## config.mk

```make
export PLATFORM = sky130hd
export DESIGN_NAME = tty_ctrl
export DESIGN_NICKNAME = d
export VERILOG_FILES = /design/src/rtl/tty_pkg.sv /design/src/rtl/sync_fifo.sv /design/src/rtl/tty_ctrl.sv
export SDC_FILE = /design/constraint.sdc
export NUM_CORES = 1
export LEC_CHECK = 0
export CAP_MARGIN = 0
export CORE_UTILIZATION = 50
export DETAILED_ROUTE_END_ITERATION = 7
export PLACE_DENSITY = 0.73
export SLEW_MARGIN = 25
export SYNTH_ARGS = -nofsm -noshare
export SYNTH_HDL_FRONTEND = slang
export SYNTH_SLANG_ARGS = --single-unit
```

## constraint.sdc

```tcl
create_clock -name clk -period 3.6 [get_ports clk]
set_input_delay 0.72 -clock clk [delete_from_list [all_inputs] [get_ports clk]]
set_output_delay 0.72 -clock clk [all_outputs]
set_load 0.01 [all_outputs]
```

## src/rtl/tty_pkg.sv

```systemverilog
// Shared definitions for the console controller: register offsets, register bit
// positions and the drain FSM encoding.
package tty_pkg;
  localparam logic [1:0] TTY_DATA   = 2'd0;
  localparam logic [1:0] TTY_STATUS = 2'd1;
  localparam logic [1:0] TTY_CTRL   = 2'd2;
  localparam logic [1:0] TTY_RSVD   = 2'd3;

  localparam int ST_EMPTY = 0;
  localparam int ST_FULL  = 1;
  localparam int ST_BUSY  = 2;
  localparam int ST_OVF   = 3;
  localparam int ST_COUNT = 8;

  localparam int CT_EN      = 0;
  localparam int CT_IE      = 1;
  localparam int CT_CLR_OVF = 4;
  localparam int CT_FLUSH   = 5;

  typedef enum logic [1:0] {
    IDLE    = 2'd0,
    LOAD    = 2'd1,
    WAIT_HI = 2'd2,
    WAIT_LO = 2'd3
  } drain_state_t;
endpackage

```

## src/rtl/sync_fifo.sv

```systemverilog
// Circular-buffer FIFO with push/pop/flush; a pushed entry is never visible at the
// head in the same cycle it is written.
module sync_fifo #(
  parameter int WIDTH      = 8,
  parameter int DEPTH_LOG2 = 4
) (
  input  logic                  clk,
  input  logic                  reset,
  input  logic                  push,
  input  logic                  pop,
  input  logic                  flush,
  input  logic [WIDTH-1:0]      din,
  output logic [WIDTH-1:0]      head,
  output logic                  full,
  output logic                  empty,
  output logic [DEPTH_LOG2:0]   count
);
  localparam int DEPTH = 1 << DEPTH_LOG2;
  localparam logic [DEPTH_LOG2:0] DEPTH_CNT = (DEPTH_LOG2 + 1)'(DEPTH);

  logic [WIDTH-1:0]      mem [DEPTH];
  logic [DEPTH_LOG2-1:0] wr_ptr;
  logic [DEPTH_LOG2-1:0] rd_ptr;
  logic                  do_push;
  logic                  do_pop;

  assign full  = (count == DEPTH_CNT);
  assign empty = (count == '0);
  assign head  = mem[rd_ptr];

  // Flush overrides both sides; full/empty are the pre-edge values.
  assign do_push = push & ~full & ~flush;
  assign do_pop  = pop & ~empty & ~flush;

  always_ff @(posedge clk) begin
    if (do_push) mem[wr_ptr] <= din;
  end

  always_ff @(posedge clk or posedge reset) begin
    if (reset) begin
      wr_ptr <= '0;
      rd_ptr <= '0;
      count  <= '0;
    end else if (flush) begin
      wr_ptr <= '0;
      rd_ptr <= '0;
      count  <= '0;
    end else begin
      if (do_push) wr_ptr <= wr_ptr + 1'b1;
      if (do_pop)  rd_ptr <= rd_ptr + 1'b1;
      case ({do_push, do_pop})
        2'b10:   count <= count + 1'b1;
        2'b01:   count <= count - 1'b1;
        default: count <= count;
      endcase
    end
  end
endmodule

```

## src/rtl/tty_ctrl.sv

```systemverilog
// Memory-mapped console controller: buffers CPU byte stores and feeds them one at a
// time to the uart transmitter, with status/control registers and an interrupt.
module tty_ctrl
  import tty_pkg::*;
#(
  parameter int DEPTH_LOG2 = 4
) (
  input  logic        clk,
  input  logic        reset,
  input  logic        cs,
  input  logic        we,
  input  logic [1:0]  addr,
  input  logic [31:0] wdata,
  output logic [31:0] rdata,
  output logic [7:0]  tx_data,
  output logic        tx_start,
  input  logic        tx_busy,
  output logic        irq
);
  logic                wr_data;
  logic                wr_ctrl;
  logic                flush;
  logic                en;
  logic                ie;
  logic                overflow;
  logic                hi_wait;
  logic [7:0]          head;
  logic                full;
  logic                empty;
  logic [DEPTH_LOG2:0] count;
  drain_state_t        state;
  logic                unused_wdata;

  assign unused_wdata = ^{wdata[31:6], wdata[3:2]};

  assign wr_data = cs & we & (addr == TTY_DATA);
  assign wr_ctrl = cs & we & (addr == TTY_CTRL);
  assign flush   = wr_ctrl & wdata[CT_FLUSH];

  sync_fifo #(.WIDTH(8), .DEPTH_LOG2(DEPTH_LOG2)) fifo (
    .clk   (clk),
    .reset (reset),
    .push  (wr_data),
    .pop   (state == LOAD),
    .flush (flush),
    .din   (wdata[7:0]),
    .head  (head),
    .full  (full),
    .empty (empty),
    .count (count)
  );

  always_ff @(posedge clk or posedge reset) begin
    if (reset) begin
      en       <= 1'b1;
      ie       <= 1'b0;
      overflow <= 1'b0;
    end else begin
      if (wr_ctrl) begin
        en <= wdata[CT_EN];
        ie <= wdata[CT_IE];
        if (wdata[CT_CLR_OVF]) overflow <= 1'b0;
      end
      if (wr_data & full & ~flush) overflow <= 1'b1;
    end
  end

  // Drain FSM: tx_start is high exactly while in LOAD; WAIT_HI gives up after two
  // cycles so a uart that never acknowledges cannot stall the queue.
  always_ff @(posedge clk or posedge reset) begin
    if (reset) begin
      state    <= IDLE;
      tx_start <= 1'b0;
      tx_data  <= 8'h00;
      hi_wait  <= 1'b0;
    end else begin
      tx_start <= 1'b0;
      case (state)
        IDLE: begin
          if (en && !empty && !tx_busy) begin
            state    <= LOAD;
            tx_start <= 1'b1;
            tx_data  <= head;
          end
        end
        LOAD: begin
          state   <= WAIT_HI;
          hi_wait <= 1'b0;
        end
        WAIT_HI: begin
          if (tx_busy)      state   <= WAIT_LO;
          else if (hi_wait) state   <= IDLE;
          else              hi_wait <= 1'b1;
        end
        WAIT_LO: begin
          if (!tx_busy) state <= IDLE;
        end
        default: state <= IDLE;
      endcase
    end
  end

  always_comb begin
    rdata = '0;
    if (cs) begin
      case (addr)
        TTY_STATUS: begin
          rdata[ST_EMPTY]                  = empty;
          rdata[ST_FULL]                   = full;
          rdata[ST_BUSY]                   = tx_busy;
          rdata[ST_OVF]                    = overflow;
          rdata[ST_COUNT +: DEPTH_LOG2+1]  = count;
        end
        TTY_CTRL: begin
          rdata[CT_EN] = en;
          rdata[CT_IE] = ie;
        end
        default: rdata = '0;
      endcase
    end
  end

  assign irq = ie & (empty | overflow);
endmodule

```

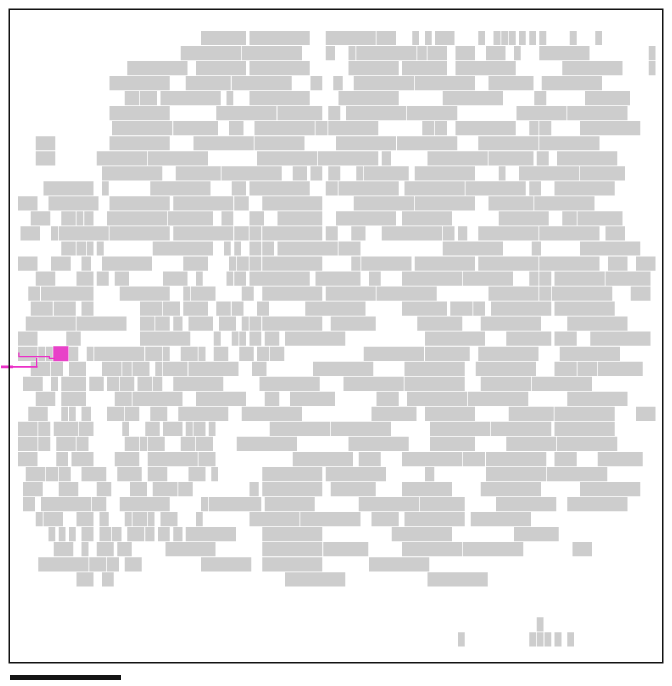
**Above:** run 1 (I/O nets highlighted).
Bar = 20 um.
color	port	direction	edge	end cells	wire
magenta	`irq`	output	left	1	13.4 um

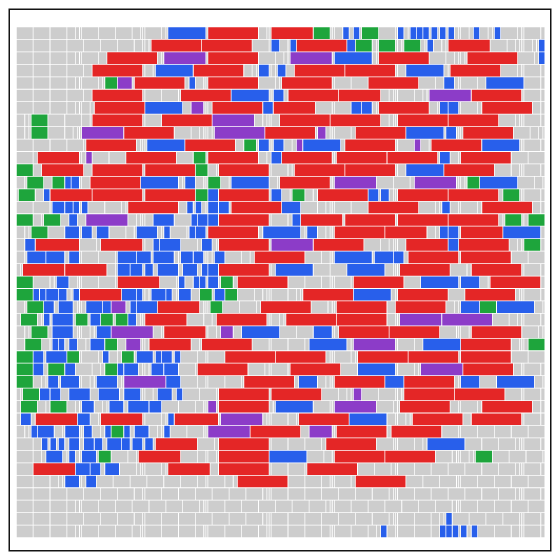
**Above:** run 1 (placed cells, one color a class).
Fill, decap, tap and diode cells in gray.
color	class	cells	share of their area
blue	remaining logic cells	223	26%
purple	clock drivers and dummy loads	31	7.5%
red	sequential cells	156	60%
green	remaining buffers and delay cells	55	6.5%

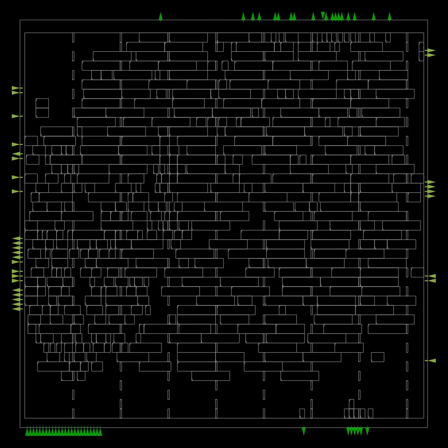
**Above:** run 1 (placement view).
flop count: 156
TAP cells: 172
post-route insts no fill: 637

## run 1: final timing paths
kind,cells after the start,slack (ps),from,endpoint
hold reg to reg,2,520,hi_wait,hi_wait
hold / removal,2,520,hi_wait,hi_wait
max in group asynchronous,3,2590,reset,en
setup / recovery,12,390,addr[0],fifo.count[4]
setup reg to reg,10,560,fifo.count[0],fifo.count[4]
min in group asynchronous,3,690,reset,tx_start
## run 1: routing by layer
metal	routed length [um]	GRT usage (%)
met5	0	0
met4	174	7.612
met3	996	6.202
met2	6652	33.24
met1	5225	26.17
## run 1: flip-flops by register name, indices dropped and copies added, names as in the netlist
signal       flops
fifo.wr_ptr      4
tx_start         1
state            2
tx_data          8
fifo.count       5
en               1
fifo.mem       128
fifo.rd_ptr      4
hi_wait          1
overflow         1
ie               1
## run 1: Yosys cell counts, types with 4 or more instances
cell / number / area, um^2
nor2_1: 18 / 67.56
buf_4: 25 / 187.7
clkbuf_1: 10 / 37.54
dfrtp_1: 27 / 675.7
mux2_2: 11 / 123.9
xor2_1: 5 / 43.79
a21oi_1: 14 / 70.07
mux2i_1: 4 / 40.04
edfxtp_1: 128 / 3844
and2_1: 12 / 75.07
inv_1: 14 / 52.55
mux4_2: 32 / 720.7
nand2_1: 5 / 18.77
and3_1: 9 / 56.30
buf_6: 4 / 45.04
o22ai_1: 17 / 106.4
ha_1: 11 / 137.6
## run 1: through the flow
| step | hold slack (ps) | cell area, um^2 | TNS [ps] | instances |
|---|---|---|---|---|
| after global routing | 564.8 | 7790 | 0 | 637 |
| after floorplan | 473.3 | 6804 | 0 | 423 |
| after global placement | 497.6 | 7223 | 0 | 606 |
| final | 520.3 | 7790 | 0 | 637 |
| after CTS | 522.6 | 7790 | 0 | 637 |
| after detailed placement | 507.1 | 7223 | -6.433 | 606 |
==> ci_impl_report.md, run 1 <==
### Metrics collected by this job

| Metric | Value |
|---|---|
| ANT cells | 0 |
| Status | completed |
| CP Cell Sequence | clkdlybuf4s50_1 -> inv_1 -> ha_1 -> a221oi_1 -> inv_1 -> ha_1 -> xor2_1 -> ha_1 -> a21oi_1 -> or3b_2 -> a31oi_1 -> mux2i_1 |
| Xor/xnor share | 1.042% |
| Worst EP arrival | 3550 ps |
| Largest logic family | multiplexers |
| TritonCTS Buffers | 17 |
| Die y size | 117.9 um |
| Avg Inst Size Synth | 16.76 um^2 |
| Yosys Instances | 401 |
| Post-synth ARST share | roughly 18% |
| Flop pwr share | 44.3% |
| Gate power share | 24.5% |
| Final hold vios | 0 |
| GRT Util Overall | roughly a fifth |
| Clk ins delay skew pair | 420 ps |
| Htree depth | 4 |
| DR WL/cell | 20.48 um |
| Crit-path max cell delay | 480 ps |
| RSZ-0062 raised after global routing | no |
| Comb/total area | 24.56% |
| Clock-cell share of area | 7.276% |
| Clk root buf | clkbuf_16 |
| Initial antenna violation count | 0 |
| VDD IR max | ~0.38 mV |
| Seq/Total Area, Yosys | 67.63% |
| Yosys stat chip area | 6721 um^2 |
| Final worst-path cycle share | 89.10% |
| Grt ovf | 0 |
| Antenna-violating nets left | 0 |
| Register fraction of the total cell area | 58.37% |
| Vias in the first global route | 3828 |
| Seq pwr | 2.43 mW |
| Leakage | 2.764 nW |
| Sw Pwr | around 1.6 mW |
| AO/OA Area Share | 5.268% |
| Worst path required time | 3940 ps |
| Slowest CP cell | clkdlybuf4s50_1 |
**Run 1: PDN straps and rails**

Bar = 20 um. Pins as bars on the die edge. Tap cells in gray.
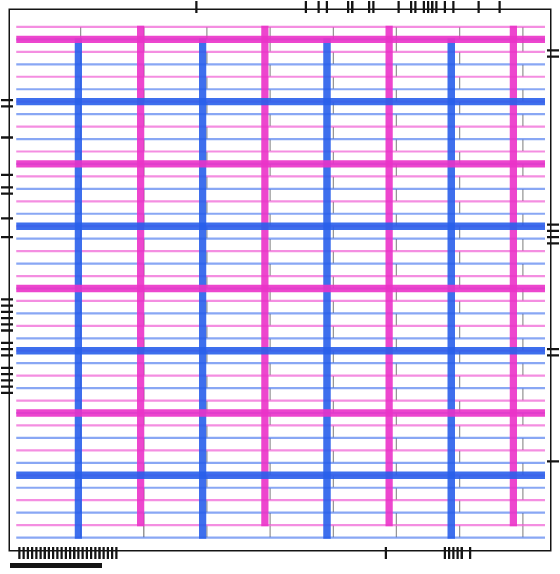

==> inputs of run 2 (changes only) <==
--- a/config.mk
+++ b/config.mk
@@ -7,4 +7,5 @@
 export LEC_CHECK = 0
 export CAP_MARGIN = 0
+export CORE_ASPECT_RATIO = 0.8
 export CORE_UTILIZATION = 50
 export DETAILED_ROUTE_END_ITERATION = 7
==> constraint.sdc (replaced) <==
create_clock -name clk -period 3.81 [get_ports clk]
set_input_delay 0.5715 -clock clk [delete_from_list [all_inputs] [get_ports clk]]
set_output_delay 0.5715 -clock clk [all_outputs]
set_load 0.01 [all_outputs]
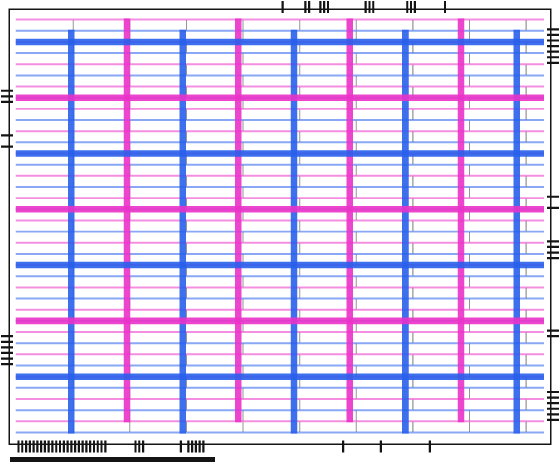
**Above:** run 2 (PDN straps and rails).
Bar = 50 um. Pins as bars on the die edge. Tap cells in gray.
color	net
blue	VSS
magenta	VDD
met1 rails	38
met4 straps	9
rows	37

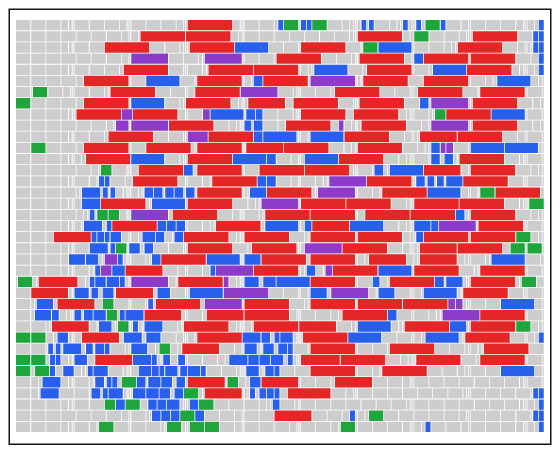
**Above:** run 2 (placed cells, one color a class).
Fill, decap, tap and diode cells in gray.
color	class	cells	share of their area
green	remaining buffers and delay cells	44	5.5%
blue	remaining logic cells	223	26%
red	sequential cells	156	61%
purple	clock drivers and dummy loads	32	7.6%

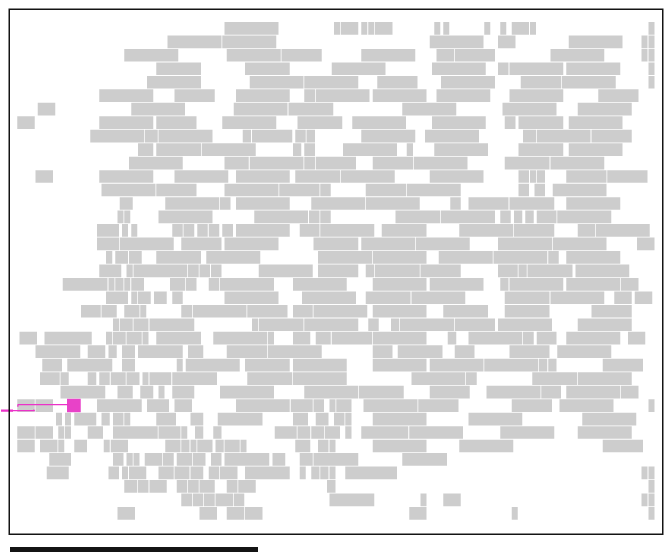
**Above:** run 2 (I/O nets highlighted).
Bar = 50 um.
color	port	direction	edge	end cells	wire
magenta	`irq`	output	left	1	15.0 um

==> run 2 against run 1 <==
Clock skew hardly changed. Utilization is 0.97 points lower. Sequential power is 4% lower. Sequential cell count stayed put. Wire length is 0.48% lower. Design area is 0.95% lower. Final cell count is 1.1% lower. Hold slack better by 1.3 ps. Area after synthesis stayed put. Clock-buffer cell count stayed put. Combinational power is about 10% lower. Synthesized cell count stayed put. Largest cell class unchanged.
==> ci_impl_report.md, run 2 <==
### Metrics collected by this job

| Metric | Value |
|---|---|
| Reg with most FFs | fifo.mem (unchanged) |
| Htree depth | 4 (unchanged) |
| Grt met1 use | 27.58% (was 26.17%) |
| Grt ovf | 0 (unchanged) |
| Met2 GRT Util | 33.48% (was 33.24%) |
| Wl on met1 | 5538 um (was 5225 um) |
| Antenna-violating nets left | 0 (unchanged) |
| Max-area cell share | 57.19% (unchanged) |
| Yosys stat chip area | 6721 um^2 (unchanged) |
| Top flop regs | fifo.mem (128), tx_data (8), fifo.count (5) (unchanged) |
| Die width | 131.6 um (was 117.9 um) |
| Clk ins delay skew pair | 410 ps (was 420 ps) |
| TritonCTS Buffers | 17 (unchanged) |
| Slowest CP cell | or4_4 (was clkdlybuf4s50_1) |
| CP Cell Sequence | or4_4 -> o21ai_2 -> nor2_1 -> ha_1 -> xor2_1 -> ha_1 -> a21oi_1 -> or3b_2 -> a31oi_1 -> mux2i_1 (was clkdlybuf4s50_1 -> inv_1 -> ha_1 -> a221oi_1 -> inv_1 -> ha_1 -> xor2_1 -> ha_1 -> a21oi_1 -> or3b_2 -> a31oi_1 -> mux2i_1) |
| Worst EP arrival | 3500 ps (was 3550 ps) |
| Die y size | 105.7 um (was 117.9 um) |
| Final worst-path cycle share | 82.97% |
| Top cells by count | edfxtp_1 (128), mux4_2 (32), dfrtp_1 (27) (unchanged) |
| Status | completed (unchanged) |
| Top Metal Used | met4 (unchanged) |
| GRT Util Overall | 20.55% (was 20.53%) |
| WL met2 | 6436 um (was 6652 um) |
| Placed Cells | 598 (was 606) |
| VDD IR max | 0.3910 mV (was 0.3824 mV) |
| Worst path required time | 4140 ps (was 3940 ps) |
| Area leader, netlist | edfxtp_1 (unchanged) |
| Yosys Instances | 401 (unchanged) |
| Leakage | 2.711 nW (was 2.764 nW) |
| FF-to-FF setup slack | 650 ps (was 560 ps) |
| ANT cells | 0 (unchanged) |
| Top-level port count | 81 (unchanged) |
| Share of cells above drive strength 1 | 20.44% (was 21.94%) |
| Vias in the first global route | 3604 (was 3828) |
| Max reg flops | 128 (unchanged) |
| Top Usage Layer GRT | met2 (unchanged) |
| HP Class | register to register (unchanged) |
| Post-route insts no fill | 630 (was 637) |
| Clk root buf | clkbuf_16 (unchanged) |
| Seq/Total Area, Yosys | 67.63% (unchanged) |
| Avg Inst Size Synth | 16.76 um^2 (unchanged) |
| RSZ-0062 raised after global routing | no (unchanged) |
| Crit-path max cell delay | 630 ps (was 480 ps) |
| Post-CTS Setup Repair Bufs | 0 (unchanged) |
| Final setup TNS | 0 ps (unchanged) |
| Initial antenna violation count | 0 (unchanged) |
## run 2: cells by family after synthesis
family                   count (synthesis)  synth area share [%]
other                                    1               0.05579
AND-OR/OR-AND                           54                 5.268
multiplexers                            47                 13.16
AND/OR/NAND/NOR                         66                 5.659
buffers and inverters                   58                 5.138
flip-flops                             156                 67.63
adder cells (fa/ha/maj)                 11                 2.048
XOR/XNOR                                 8                 1.042
## run 2: final cells by class
cell class | instances | share of cell area (%)
flip-flops and latches | 156 | 58.98
multi-input cells | 209 | 24.79
clock buffers | 20 | 5.789
repair buffers | 44 | 5.351
well taps | 175 | 2.838
clock inverters | 12 | 1.573
inverters | 14 | 0.6810
## run 2: metrics by stage
stage	total power, mW	worst slack, ps	instance area (um^2)	hold WS, ps
2_1_floorplan	3.216	648.6	6804	473.3
5_1_grt	5.390	524.1	7716	568.0
4_1_cts	5.188	650.4	7714	517.3
6_report	5.155	649.0	7716	521.6
3_5_place_dp	3.572	234.2	7146	505.8
3_3_place_gp	3.520	341.7	7146	488.0
## run 2: report_power, final
group | switching [mW] | internal (mW) | total, mW
registers | 0.347 | 1.99 | 2.33
logic | 0.506 | 0.696 | 1.20
clock network | 0.641 | 0.977 | 1.62
total | 1.49 | 3.66 | 5.15
## run 2: worst register-to-register path, cell delays in order, from the launching register on
cell,delay (ps)
dfrtp_1,470
or4_4,630
o21ai_2,270
nor2_1,100
ha_1,240
xor2_1,160
ha_1,250
a21oi_1,80
or3b_2,440
a31oi_1,220
mux2i_1,220
## run 2: final timing paths
check,start,depth (start not counted),endpoint
setup / recovery,fifo.count[0],10,fifo.count[4]
hold / removal,hi_wait,2,hi_wait
setup reg to reg,fifo.count[0],10,fifo.count[4]
hold reg to reg,hi_wait,2,hi_wait
max in group asynchronous,reset,3,en
min in group asynchronous,reset,2,tx_start
Power is estimated from default activity; no workload was simulated.
